$ cat config.mk
export PLATFORM = sky130hd
export DESIGN_NAME = cursor_frame_ctl
export DESIGN_NICKNAME = d
export VERILOG_FILES = /design/src/rtl/cursor_pkg.sv /design/src/rtl/cursor_frame_ctl_rise_det.sv /design/src/rtl/cursor_frame_ctl.sv
export SDC_FILE = /design/constraint.sdc
export NUM_CORES = 1
export LEC_CHECK = 0
export ABC_AREA = 1
export CAP_MARGIN = 20
export CELL_PAD_IN_SITES_DETAIL_PLACEMENT = 1
export CELL_PAD_IN_SITES_GLOBAL_PLACEMENT = 2
export CORE_MARGIN = 4
export CORE_UTILIZATION = 24
export CTS_BUF_LIST = sky130_fd_sc_hd__clkbuf_4
export DETAILED_ROUTE_END_ITERATION = 6
export PLACE_DENSITY = 0.84
export REMOVE_ABC_BUFFERS = 1
export SETUP_SLACK_MARGIN = 0.2
export SKIP_CTS_REPAIR_TIMING = 1
export SYNTH_ARGS = -nofsm -noshare
export SYNTH_HDL_FRONTEND = slang
export SYNTH_SLANG_ARGS = --single-unit
$ cat constraint.sdc
create_clock -name clk -period 1.9 [get_ports clk]
set_input_delay 0.19 -clock clk [delete_from_list [all_inputs] [get_ports clk]]
set_output_delay 0.19 -clock clk [all_outputs]
set_load 0.01 [all_outputs]
$ cat src/rtl/cursor_pkg.sv
// Cursor overlay controller shared types.
// Mode values, FSM encoding and default screen limits.
package cursor_pkg;

  localparam logic MODE_MOUSE = 1'b0;
  localparam logic MODE_SCOPE = 1'b1;

  typedef enum logic [1:0] {
    ST_MOUSE  = 2'd0,
    ST_SCOPE  = 2'd1,
    ST_RELOAD = 2'd2
  } state_t;

  localparam int unsigned X_MAX_DEF      = 799;
  localparam int unsigned Y_MAX_DEF      = 599;
  localparam int unsigned SCOPE_XLIM_DEF = 600;
  localparam int unsigned COOLDOWN_DEF   = 30;

  typedef struct packed {
    logic [11:0] x;
    logic [11:0] y;
  } pos_t;

  function automatic logic [11:0] clamp12(
    input logic [11:0] v,
    input logic [11:0] lim
  );
    return (v > lim) ? lim : v;
  endfunction

endpackage

$ cat src/rtl/cursor_frame_ctl_rise_det.sv
// Rising-edge detector with cleared history.
// The first sample after reset only primes the history.
module rise_det (
  input  logic clk,
  input  logic rst,
  input  logic d,
  output logic pulse
);

  logic hist;
  logic armed;

  always_ff @(posedge clk) begin
    if (rst) begin
      hist  <= 1'b0;
      armed <= 1'b0;
    end else begin
      hist  <= d;
      armed <= 1'b1;
    end
  end

  // A level already high when reset drops is not an edge.
  assign pulse = armed & d & ~hist;

endmodule

$ cat src/rtl/cursor_frame_ctl.sv
// Frame-synchronous cursor controller.
// Latches clamped position per frame, runs mode FSM and fire cooldown.
module cursor_frame_ctl
  import cursor_pkg::*;
#(
  parameter int unsigned X_MAX       = X_MAX_DEF,
  parameter int unsigned Y_MAX       = Y_MAX_DEF,
  parameter int unsigned SCOPE_XLIM  = SCOPE_XLIM_DEF,
  parameter int unsigned COOLDOWN_FR = COOLDOWN_DEF
) (
  input  logic        clk,
  input  logic        rst,
  input  logic [11:0] xpos_in,
  input  logic [11:0] ypos_in,
  input  logic        left_btn,
  input  logic        select_req,
  input  logic        vblnk,
  output logic [11:0] xpos_out,
  output logic [11:0] ypos_out,
  output logic        mode_out,
  output logic        fire_pulse,
  output logic        fire_ready,
  output logic [7:0]  cooldown
);

  localparam logic [11:0] XM   = 12'(X_MAX);
  localparam logic [11:0] YM   = 12'(Y_MAX);
  localparam logic [11:0] XLIM = 12'(SCOPE_XLIM);
  localparam logic [7:0]  CD0  = 8'(COOLDOWN_FR);

  logic   frame_tick;
  logic   click;
  logic   scope_ok;
  state_t state;
  state_t state_n;
  logic [7:0] cd_n;
  logic   fire_n;
  pos_t   pos;

  rise_det u_vblnk_det (
    .clk   (clk),
    .rst   (rst),
    .d     (vblnk),
    .pulse (frame_tick)
  );

  rise_det u_btn_det (
    .clk   (clk),
    .rst   (rst),
    .d     (left_btn),
    .pulse (click)
  );

  assign scope_ok = select_req & (xpos_in < XLIM);

  always_comb begin
    state_n = state;
    cd_n    = cooldown;
    fire_n  = 1'b0;
    unique case (state)
      ST_MOUSE: begin
        if (frame_tick && scope_ok)
          state_n = ST_SCOPE;
      end
      ST_SCOPE: begin
        // A shot outranks a same-cycle frame exit.
        if (click) begin
          state_n = ST_RELOAD;
          fire_n  = 1'b1;
          cd_n    = CD0;
        end else if (frame_tick && !scope_ok) begin
          state_n = ST_MOUSE;
        end
      end
      ST_RELOAD: begin
        if (frame_tick) begin
          cd_n = cooldown - 8'd1;
          if (cooldown == 8'd1)
            state_n = scope_ok ? ST_SCOPE : ST_MOUSE;
        end
      end
      default: begin
        state_n = ST_MOUSE;
        cd_n    = 8'd0;
      end
    endcase
  end

  always_ff @(posedge clk) begin
    if (rst) begin
      state      <= ST_MOUSE;
      cooldown   <= 8'd0;
      fire_pulse <= 1'b0;
      pos        <= '0;
    end else begin
      state      <= state_n;
      cooldown   <= cd_n;
      fire_pulse <= fire_n;
      if (frame_tick) begin
        pos.x <= clamp12(xpos_in, XM);
        pos.y <= clamp12(ypos_in, YM);
      end
    end
  end

  assign xpos_out   = pos.x;
  assign ypos_out   = pos.y;
  assign mode_out   = (state == ST_MOUSE) ? MODE_MOUSE
                                          : MODE_SCOPE;
  assign fire_ready = (state == ST_SCOPE);

endmodule

==> impl_metrics.py <==
# Auto-generated metrics
metrics = {
    "yosys": {
        "aoi_share_pct": 15.06,
        "post_synthesis_area_per_instance_sq_um": 7.214,
        "yosys.area_share.adder_pct": 4.283,
        "synthSimpleGateAreaFrac_pct": 26.34,
        "synthesis.area_sq_um": 1753,
        "ys.flop_type": "dfxtp_1",
        "yosys_warnings": 0,
        "synth-xor-area-share_pct": 1.499,
        "synth-async-reset-ratio_pct": 0,
        "area_leaders": "dfxtp_1, nand2_1, nor2_1, inv_1, ha_1",
        "yosys.cell_count.top_type": "nand2_1",
        "yosysCellCount": 243,
        "ys_top_logic_family": "simple AND/OR/NAND/NOR gates",
        "ys_top_cells_by_count": "nand2_1, nor2_1, dfxtp_1",
        "ys_ff": 38,
        "netlist.top_cell.by_area": "dfxtp_1",
        "synth.yosys.seq_area_share_pct": 43.40,
        "synthDominantCellAreaShare_pct": 43.40,
        "yosysUniqueCellTypes": 27,
        "postSynthCellCount": 243,
        "synthMuxAreaShare_pct": 0,
        "synth_chip_area_sq_um": 1753,
        "synth-edff-count": 0,
    },
    "timing": {
        "finalHoldWorstSlack_ns": 0.3672,
        "slew-limit-headroom_pct": 76.97,
        "final_min_period_over_clock_period_pct": 84.43,
        "grt_setup_unrepaired": "no",
        "setup_slack_ns": 0.2958,
        "final_number_of_hold_violating_endpoints": 0,
        "finalMaxSlewViolations": 0,
        "max_slew.worst_pin.slew_ns": 0.3455,
        "max_clock_freq_ghz": 0.6234,
        "layout_min_cycle_time_ns": 1.604,
        "timing.final.setup_violations": 0,
        "tns_ns": 0,
    },
    "min_path": {
        "hp-class": "input port to flip-flop",
    },
    "outcome": {
        "status": "finished clean",
    },
    "placed_design": {
        "place_inst": 400,
        "place.detailed.hpwl_mm": 4.005,
        "placed_cell_area_sq_um": 2515,
        "routability_congestion_estimate_from_global_placement": 0.8116,
        "dp_worst_setup_slack_ns": 0.1442,
        "placement.io_buffers": 63,
    },
    "detailed_routing": {
        "drc_errors": 0,
        "drt_pass1_iterations": 4,
        "detail-route-antenna-nets": 0,
        "post_drt_via_cell_ratio": 4.404,
        "number_of_violations_reported_at_the_end_of_detailed_routing_iteration_0": 45,
    },
    "cells_and_area": {
        "n_antenna_cell": 0,
        "filler_cell_count": 852,
        "num-nets-final": 346,
        "utilization_pct": 37.82,
        "proportion_of_layout_cells_with_a_drive_suffix_above_1_pct": 8.654,
        "area_growth_syn_to_layout_pct": 49.82,
        "final_design_area_no_fill_sq_um": 2626,
    },
    "global_route": {
        "antenna_found_initial": 0,
        "global_route.overflow_total": 0,
        "grt_first_pass_wirelength_mm": 8.562,
        "pin_count_of_the_biggest_net_entering_global_routing": 23,
        "grt.total_usage_pct": 12.27,
        "first_global_vias": 1844,
    },
    "power": {
        "sequentialPowerShare_pct": 40.2,
        "pg_comb_uw": 827,
        "vdd_drop_max_mv": 0.3461,
        "power_switching_uw": 813.3,
        "power_top_consumer": "sequential cells",
        "power_mw": 2.342,
        "power.static_leakage_nw": 1.143,
        "pwr-share-comb_pct": 35.3,
        "p_sw_share_pct": 34.72,
        "internal_power_mw": 1.529,
        "power_density_nw_per_um2": 891.9,
        "powerSeq_uw": 941,
    },
    "floorplanning": {
        "fp_util_pct": 25.24,
        "dieWidth_um": 93.46,
        "die_height_um": 93.46,
        "fp-row-count": 30,
        "floorplan.io_pins": 64,
        "core-area_sq_um": 6944,
        "die_area_sq_um": 8735,
    },
    "critical_path": {
        "timing.critical_path.arrival_ns": 1.41,
        "setup.worst_path.end_class": "output pin",
        "required_time_at_the_endpoint_of_the_critical_path_ns": 1.71,
        "start_kind": "flip-flop",
        "setup.worst_path.class": "flip-flop to output pin",
        "worstPathMaxFanout": 3,
    },
    "flow_run": {
        "tool_warnings": 29,
        "cap_viol_max_count": 0,
    },
    "clock_network": {
        "clockBufferDepth": 2,
        "clk_transition_reported_paths_ns": 0.13,
        "clk_root_buffer_cell": "clkbuf_4",
        "clock_tree.htree_level_count": 2,
        "tritoncts": "yes",
    },
}
-- placed cells by master, fill, tap and decap left out, types with 7 or more instances in the layout --
cell,instances
nor2_1,39
buf_4,7
clkdlybuf4s50_1,61
dfxtp_1,37
nand2_1,42
nand3_1,12
inv_1,29
nor3_1,8
o21ai_0,13
a21oi_1,14
-- sequential cells by signal, summed over array words and instances (netlist names) --
name               flops
ypos_out              12
u_vblnk_det.armed      1
xpos_out              12
u_btn_det.hist         1
cooldown               8
u_vblnk_det.hist       1
fire_pulse             1
state                  2
-- routing by layer --
metal	GRT usage (%)	part of all wire (%)	vias to the layer above
met2	20.13	45	47
met4	2.930	0.87	0
li1	-	-	916
met5	0	0	-
met3	5.310	8.0	5
met1	14.74	46	829
-- worst max-delay path, cell delays in order, from the launching register on --
cell,delay (ns)
dfxtp_2,0.39
inv_1,0.09
ha_1,0.22
inv_1,0.16
dlymetal6s2s_1,0.20
-- cell type report --
class | instances | area (sq um) | area share, %
clock buffers | 5 | 37.54 | 1.429
clock inverters | 3 | 45.04 | 1.715
inverters | 33 | 123.9 | 4.717
multi-input cells | 163 | 849.6 | 32.35
flip-flops and latches | 38 | 762.0 | 29.01
well taps | 96 | 120.1 | 4.574
repair buffers | 70 | 688.2 | 26.20
-- kinds of logic after synthesis --
family                     after synthesis
DFF                                     38
buffers and inverters                   42
and+or+nand+nor                        108
adders and majority gates                6
xor gates and xnor gates                 3
AOI/OAI and AO/OA                       46
-- worst paths after layout --
check | startpoint | to | slack (ns) | depth (start not counted)
setup / recovery | state[0] | mode_out | 0.30 | 4
hold / removal | vblnk | u_vblnk_det.hist | 0.37 | 3
setup reg to reg | state[0] | cooldown[1] | 0.34 | 8
hold reg to reg | xpos_out[10] | xpos_out[10] | 0.45 | 2
Gate-type map:
Drawn at 3 px/um.
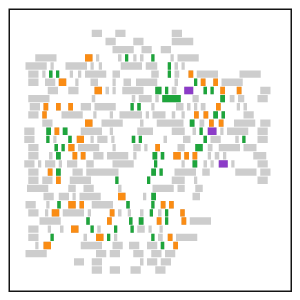
[aoi and oai cells] orange | cells: 45
[nand cells] green | cells: 57
[xor and xnor cells] purple | cells: 3
non-filler cells, final: 408
Top cell excl fill/tap: clkdlybuf4s50_1

Clock wiring as the flow saved it:
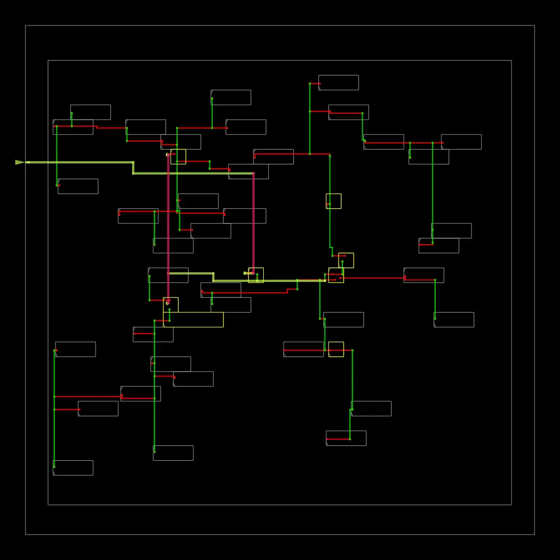
final setup skew: 0.01120 ns
CTS Sinks: 38
registers: 38
CLK BUF: 5
number of buffers created by CTS: 5

Wiring by layer:
Drawn at 3 px/um.
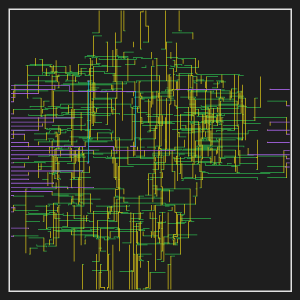
[metal 3] purple | wire length: 413 um
[metal 1] green | wire length: 2,390 um
[metal 4] cyan | wire length: 45.6 um
[metal 2] yellow | wire length: 2,330 um
routed via count: 1,797
average detailed-routed wire length per instance: 12.70 um

Clock wires, drivers and flops:
Drawn at 4 px/um.
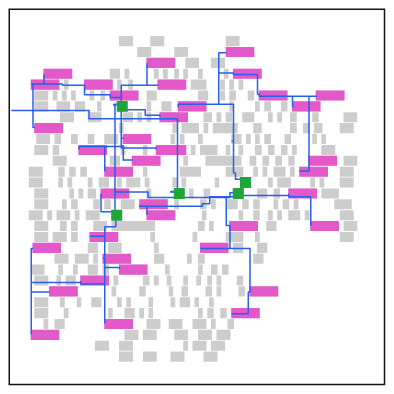
[clock wires] blue | length: 545 um
[clock drivers] green | count: 5
[flip-flops] magenta | count: 38
routed clock nets: 6
Skew-Pair Late Insertion Delay: 0.35 ns
part of the total power dissipated in the clock network: 24.5%
power consumed by the clock network: 574 uW

The metal 3 layer:
Drawn at 4 px/um.
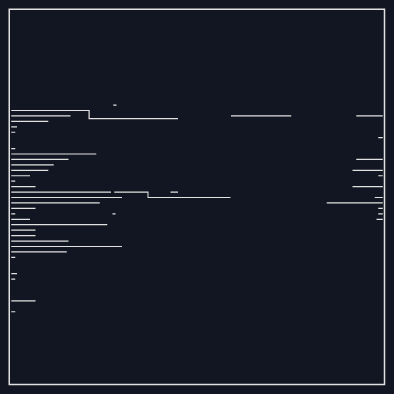
main direction: horizontal
share of all routed wire: 8.0%
nets with wire on the layer: 43
longest straight run: 27.4 um
fraction of met3 tracks used by global routing: 5.310%
aggregate routed wire length: 5.180 mm

No activity file was given, so power comes from the tool's default toggle rates.
